### config.mk
export PLATFORM = sky130hd
export DESIGN_NAME = vram_rect_writer
export DESIGN_NICKNAME = d
export VERILOG_FILES = /design/src/rtl/vram_rect_writer_pkg.sv /design/src/rtl/vram_rect_writer_clip.sv /design/src/rtl/vram_rect_writer.sv
export SDC_FILE = /design/constraint.sdc
export NUM_CORES = 1
export LEC_CHECK = 0
export CAP_MARGIN = 15
export CORE_ASPECT_RATIO = 1.2
export CORE_MARGIN = 2
export CORE_UTILIZATION = 50
export CTS_CLUSTER_SIZE = 24
export DETAILED_ROUTE_END_ITERATION = 6
export GPL_ROUTABILITY_DRIVEN = 0
export PLACE_DENSITY = 0.74
export SLEW_MARGIN = 15
export SYNTH_ARGS = -nofsm -noshare
export SYNTH_HDL_FRONTEND = slang
export SYNTH_HIERARCHICAL = 1
export SYNTH_SLANG_ARGS = --single-unit
### constraint.sdc
create_clock -name clk_25mhz -period 10.05 [get_ports clk_25mhz]
set_clock_uncertainty 0.2 [all_clocks]
set_input_delay 2.01 -clock clk_25mhz [delete_from_list [all_inputs] [get_ports clk_25mhz]]
set_output_delay 2.01 -clock clk_25mhz [all_outputs]
set_load 0.005 [all_outputs]
### src/rtl/vram_rect_writer_pkg.sv
// Shared constants for the VRAM rectangle writer.
// Screen geometry (640x480), VRAM address/data widths and the colour
// constants used by the write engine.
package vram_rect_writer_pkg;

    localparam int unsigned H_RES   = 640;
    localparam int unsigned V_RES   = 480;
    localparam int unsigned VRAM_AW = 19;
    localparam int unsigned COLOR_W = 9;

    localparam logic [COLOR_W-1:0] BLACK = 9'h000;
    localparam logic [COLOR_W-1:0] WHITE = 9'h1FF;

endpackage

### src/rtl/vram_rect_writer_clip.sv
// Clips one axis of a rectangle against the screen edge.
//   pos     : start coordinate (column or line)
//   len     : requested extent along this axis
//   clipped : min(len, LIMIT - pos); meaningless when empty is set
//   empty   : start lies off-screen or the extent is zero
module vram_rect_writer_clip #(
    parameter int unsigned LIMIT = 640
) (
    input  logic [9:0] pos,
    input  logic [9:0] len,
    output logic [9:0] clipped,
    output logic       empty
);

    logic [10:0] room;

    always_comb begin
        empty   = (32'(pos) >= LIMIT) || (len == '0);
        room    = 11'(LIMIT) - {1'b0, pos};
        clipped = ({1'b0, len} < room) ? len : room[9:0];
    end

endmodule

### src/rtl/vram_rect_writer.sv
// Rectangle-fill engine driving port B of the 640x480x9 VRAM.
// Accepts one fill command over valid/ready, writes one clipped pixel per
// clock on port B, then pulses done for one cycle.
//   clk_25mhz, RST_N      : pixel clock, asynchronous active-low reset
//   cmd_valid/cmd_ready   : command handshake (ready high only in IDLE)
//   cmd_x/y/w/h/color     : rectangle origin, size and RRRGGGBBB colour
//   vga_end               : end-of-frame pulse (used when WAIT_VEND=1)
//   vram_adrb/dinb/web    : VRAM port-B write interface (registered)
//   busy, done            : engine activity and completion pulse
module vram_rect_writer #(
    parameter int unsigned H_RES     = vram_rect_writer_pkg::H_RES,
    parameter int unsigned V_RES     = vram_rect_writer_pkg::V_RES,
    parameter bit          WAIT_VEND = 1'b0
) (
    input  logic        clk_25mhz,
    input  logic        RST_N,
    input  logic        cmd_valid,
    output logic        cmd_ready,
    input  logic [9:0]  cmd_x,
    input  logic [9:0]  cmd_y,
    input  logic [9:0]  cmd_w,
    input  logic [9:0]  cmd_h,
    input  logic [8:0]  cmd_color,
    input  logic        vga_end,
    output logic [18:0] vram_adrb,
    output logic [8:0]  vram_dinb,
    output logic        vram_web,
    output logic        busy,
    output logic        done
);

    import vram_rect_writer_pkg::*;

    localparam logic [2:0] IDLE  = 3'd0;
    localparam logic [2:0] SETUP = 3'd1;
    localparam logic [2:0] SYNC  = 3'd2;
    localparam logic [2:0] WRITE = 3'd3;
    localparam logic [2:0] DONE  = 3'd4;

    localparam logic [VRAM_AW-1:0] ROW_STRIDE = VRAM_AW'(H_RES);

    logic [2:0]         state;
    logic [9:0]         x_q, y_q, w_q, h_q;
    logic [COLOR_W-1:0] color_q;
    logic [9:0]         wc_q, hc_q, col, row;
    logic [VRAM_AW-1:0] row_base;

    logic [9:0]         wc_c, hc_c;
    logic               empty_h, empty_v;
    logic [VRAM_AW-1:0] base_c;
    logic [9:0]         col_next, row_next;
    logic               start_write;

    vram_rect_writer_clip #(.LIMIT(H_RES)) u_clip_h (
        .pos     (x_q),
        .len     (w_q),
        .clipped (wc_c),
        .empty   (empty_h)
    );

    vram_rect_writer_clip #(.LIMIT(V_RES)) u_clip_v (
        .pos     (y_q),
        .len     (h_q),
        .clipped (hc_c),
        .empty   (empty_v)
    );

    // y*640 + x as shifts: 640 = 512 + 128. Only valid for a 640-wide screen.
    assign base_c   = {y_q, 9'b0} + {2'b0, y_q, 7'b0} + {9'b0, x_q};
    assign col_next = col + 10'd1;
    assign row_next = row + 10'd1;

    // Entry into WRITE loads the first pixel onto the port in the same edge,
    // from either SETUP (no frame sync) or SYNC (on the vga_end pulse).
    always_comb begin
        start_write = 1'b0;
        if (state == SETUP) begin
            start_write = !(empty_h || empty_v) && !WAIT_VEND;
        end else if (state == SYNC) begin
            start_write = vga_end;
        end
    end

    always_ff @(posedge clk_25mhz or negedge RST_N) begin
        if (!RST_N) begin
            state     <= IDLE;
            cmd_ready <= 1'b1;
            busy      <= 1'b0;
            done      <= 1'b0;
            vram_web  <= 1'b0;
            vram_adrb <= '0;
            vram_dinb <= BLACK;
            x_q       <= '0;
            y_q       <= '0;
            w_q       <= '0;
            h_q       <= '0;
            color_q   <= '0;
            wc_q      <= '0;
            hc_q      <= '0;
            col       <= '0;
            row       <= '0;
            row_base  <= '0;
        end else begin
            done <= 1'b0;
            case (state)
                IDLE: begin
                    if (cmd_valid && cmd_ready) begin
                        x_q       <= cmd_x;
                        y_q       <= cmd_y;
                        w_q       <= cmd_w;
                        h_q       <= cmd_h;
                        color_q   <= cmd_color;
                        state     <= SETUP;
                        cmd_ready <= 1'b0;
                        busy      <= 1'b1;
                    end
                end
                SETUP: begin
                    wc_q <= wc_c;
                    hc_q <= hc_c;
                    if (empty_h || empty_v) begin
                        state <= DONE;
                        done  <= 1'b1;
                    end else if (WAIT_VEND) begin
                        state <= SYNC;
                    end
                end
                SYNC: begin
                end
                WRITE: begin
                    if (col == wc_q - 10'd1) begin
                        if (row == hc_q - 10'd1) begin
                            state    <= DONE;
                            done     <= 1'b1;
                            vram_web <= 1'b0;
                        end else begin
                            col       <= '0;
                            row       <= row_next;
                            row_base  <= row_base + ROW_STRIDE;
                            vram_adrb <= row_base + ROW_STRIDE;
                        end
                    end else begin
                        col       <= col_next;
                        vram_adrb <= row_base + {9'b0, col_next};
                    end
                end
                DONE: begin
                    state     <= IDLE;
                    cmd_ready <= 1'b1;
                    busy      <= 1'b0;
                end
                default: begin
                    state     <= IDLE;
                    cmd_ready <= 1'b1;
                    busy      <= 1'b0;
                end
            endcase

            if (start_write) begin
                state     <= WRITE;
                vram_web  <= 1'b1;
                vram_dinb <= color_q;
                vram_adrb <= base_c;
                row_base  <= base_c;
                col       <= '0;
                row       <= '0;
            end
        end
    end

endmodule

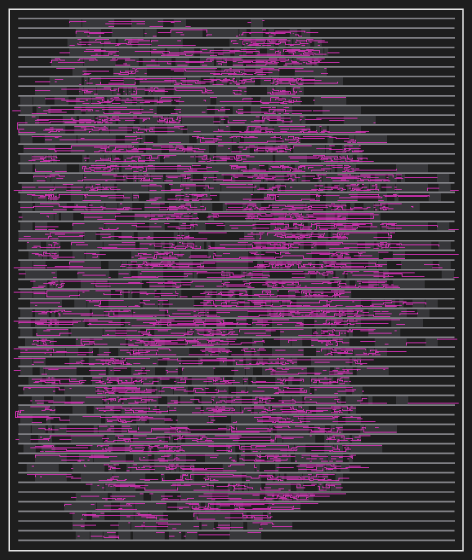
layer_met1.png
Supply wires on this layer in grey.
share of all routed wire = 45%
nets with wire on the layer = 1042
wire length on this layer = 9860 um
met1 global-route usage: 31.94%
via count: 7323
Post-Route WL: 21.72 mm

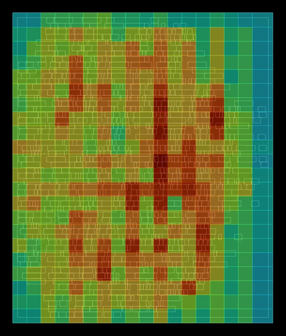
congestion.png
met3 Use GR: 5.493%
Core Util, Final: 59.29%

==> impl_metrics.yaml <==
# implementation run metrics
run_status:
  outcome: "complete, no violations"
sta:
  finalSetupViolCount: 0
  rsz0062_at_grt: "false"
  worst_pin_slew_ns: 1.163
  slew_headroom_pct: 21.93
  timing.fmax_ghz: 0.2249
  final_max_slew_viol_count: 0
  fin_crit_sh_pct: 44.25
  holdWs_ns: 0.2682
  tns_ns: 0
  fin_crit_ns: 4.447
  hold_viol: 0
  fin_ws_ns: 5.603
global_route:
  grt_usage_pct: 23.19
  grt_overflow: 0
  grt_max_degree: 93
  grt_pass1_vias: 7278
  antenna_found_initial: 0
  grt_pass1_wl_mm: 36.44
cells_and_area:
  final_layout_size_suffix_gt1_share_pct: 13.04
  inverters_excl_clock: 45
  fin_nets: 1120
  regArea_um2: 3580
  lay_top_count: "dfrtp_1"
  fin_area_um2: 10700
  diodes: 0
  fin_cells: 1244
  syn_to_final_growth_pct: 17.19
  sh_seq_area_pct: 33.47
  largest_cell_class: "logic gates"
  comb_area_share_pct: 48.62
  layout_top_cells: "dfrtp_1 (142), nand2_1 (121), clkdlybuf4s50_1 (83), mux2_2 (65), ha_1 (55)"
  logic_gates: 713
  clk_share_pct: 5.487
  bufAreaShareNonClock_pct: 8.224
  clock_buffers: 20
  nFlopsAndLatches: 143
  buffers_excl_clock: 89
  comb_area_um2: 5200
  fillCellCount: 1506
worst_setup_path:
  reg2reg_to: "row[5]"
  crit_type: "primary input to flop"
  endpoint_kind: "flop"
  rr_startpoint: "x_q[3]"
  crit_arrival_ns: 4.56
  startpoint_type: "primary input"
  crit_slowest_cell: "nor2_2"
  crit_family: "buffers and inverters"
  critPathMaxStageDelay_ns: 0.70
  cp_data_required_time_ns: 10.16
  path_depth: 8
  path_cells: "clkdlybuf4s50_1 -> nand3b_1 -> a21oi_4 -> buf_4 -> a31oi_1 -> nor2_2 -> o21ai_1 -> a22o_1"
  reg2reg_slack_ns: 5.65
  path_max_fanout: 50
logic_synthesis:
  ys.flops: 143
  ys_sh_aoi_pct: 14.27
  edf_count: 0
  logic_family: "simple AND/OR/NAND/NOR gates"
  mux_share_pct: 11.20
  top_cell_area_share_pct: 38.94
  adder_share_pct: 8.199
  dominantRegCellSynth: "dfrtp_1"
  synth.net_count: 1050
  yosysWarnings: 6
  seq_area_frac_synth_pct: 39.22
  ys_cells: 939
  netlist_instances: 939
  top_area_cell: "dfrtp_1"
  synth_cell_types: 76
  ys_async_sr_fraction_pct: 100.0
  xor_share_pct: 7.157
  ys_top_cells_by_area: "dfrtp_1 (39%), mux2_2 (8.0%), ha_1 (7.5%)"
  ys_area_um2: 9126
  synthSimpleGateAreaFrac_pct: 15.94
  synth_area_per_cell_um2: 9.719
drt:
  drtIter0Drc: 541
  antenna_left: 0
  post_drt_wl_per_cell_um: 17.46
  vias_per_cell: 5.887
  drc: 0
  first_pass_iters: 5
die:
  fp.dieW_um: 127.3
  chipArea_um2: 19350
  die_h_um: 152.0
  fp-utilization_pct: 50.59
  tap_cells: 224
  fp.coreArea_um2: 18040
  fp-row-count: 54
cts:
  cts_resized: 0
  cts.sinks: 143
  cts_buffers: 17
  path_clk_slew_ns: 0.06
  cts_setup_buffers: 0
  cts-htree-levels: 4
  max-clock-path-buffers: 2
  cts_root_buf: "clkbuf_16"
  postCtsHoldBufs: 0
  cts_tree: "built"
placement:
  placed_cell_area_um2: 10110
  place_ws_ns: 5.179
  dp_hpwl_mm: 15.56
hold_path:
  hold_class: "flop to flop"
  whs_path_depth: 2
  hp-start: "color_q[1]"
  hold_end: "vram_dinb[1]"
power_and_ir_drop:
  p_per_area_nw_per_um2: 116.4
  combPwrFrac_pct: 2.5
  switching_power_mw: 0.2581
  p_sw_share_pct: 20.72
  pwr-share-seq_pct: 46.2
  leakage_nw: 5.056
  p_int_mw: 0.9873
  p_clk_share_pct: 51.2
  peakVddDrop_mv: 0.1184
run:
  cap_viol_max_count: 0
  warning_count: 27
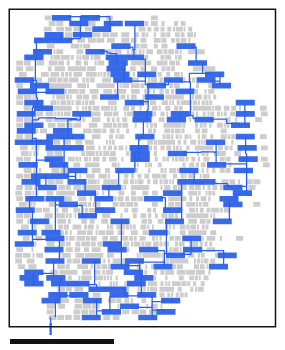
io_fan.png
Scale bar: 50 um.
blue -> RST_N  # bits 1, direction input, end cells 143, buffers 2, wire 1070 um
num ports: 85
port bufs: 84

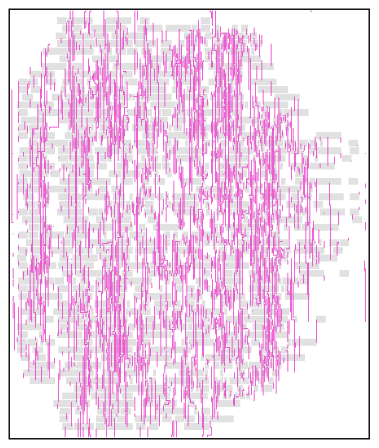
layer_met2.png
wire length on this layer = 10000 um
share of all routed wire = 46%
longest straight run = 64.3 um
main direction = vertical
nets with wire on the layer = 955

## worst min-delay path, stage by stage (launching register included)
cell and delay, ns:
dfrtp_1 0.34, nand2_1 0.05, nand2_1 0.05
## worst max-delay path by stage
stage	slack, ns	to
after global routing	5.36	row_base[15]
after CTS	5.65	row[5]
after floorplan	6.53	vram_adrb[17]
after detailed placement	5.18	row[5]
final	5.60	row[5]
after global placement	5.24	row_base[15]
## sequential cells by signal (all words and copies together) (netlist names), 10 cells and up
register / cells
x_q: 10
hc_q: 10
h_q: 10
vram_adrb: 19
w_q: 10
wc_q: 10
row_base: 19
col: 10
y_q: 10
row: 10
## power by group through the flow
| stage | clock, mW | sequential [mW] | combinational, mW |
|---|---|---|---|
| 4_1_cts | 0.649 | 0.576 | 0.0324 |
| 6_report | 0.638 | 0.576 | 0.0312 |
| 5_1_grt | 0.670 | 0.576 | 0.0353 |
| 3_3_place_gp | 0 | 0.586 | 0.0320 |
| 3_5_place_dp | 0 | 0.586 | 0.0323 |
| 2_1_floorplan | 0 | 0.586 | 0.000167 |
## synth_stat cells, types with 21 or more instances
library cell  instances
inv_1                44
mux2_2               65
mux2i_1              23
ha_1                 55
xor2_1               36
dfrtp_1             142
nand3_1              25
xnor2_1              36
a21oi_1              43
nand2_1             121
o21ai_1              21
nor2_1               44
o21ai_0              35
## metal layers
layer	GRT usage (%)	routed length (um)	vias to the layer above
met5	0	0	-
met4	6.541	390	0
met3	5.493	1431	31
met2	36.69	10030	221
met1	31.94	9864	3567
li1	-	-	3504
## through the flow
stage | total power [mW] | util [%]
after floorplan | 0.5866 | -
after global placement | 0.6183 | 56.03
after detailed placement | 0.6186 | 56.03
after CTS | 1.257 | 59.29
after global routing | 1.281 | 59.29
final | 1.245 | 59.29
Power is estimated from default activity; no workload was simulated.
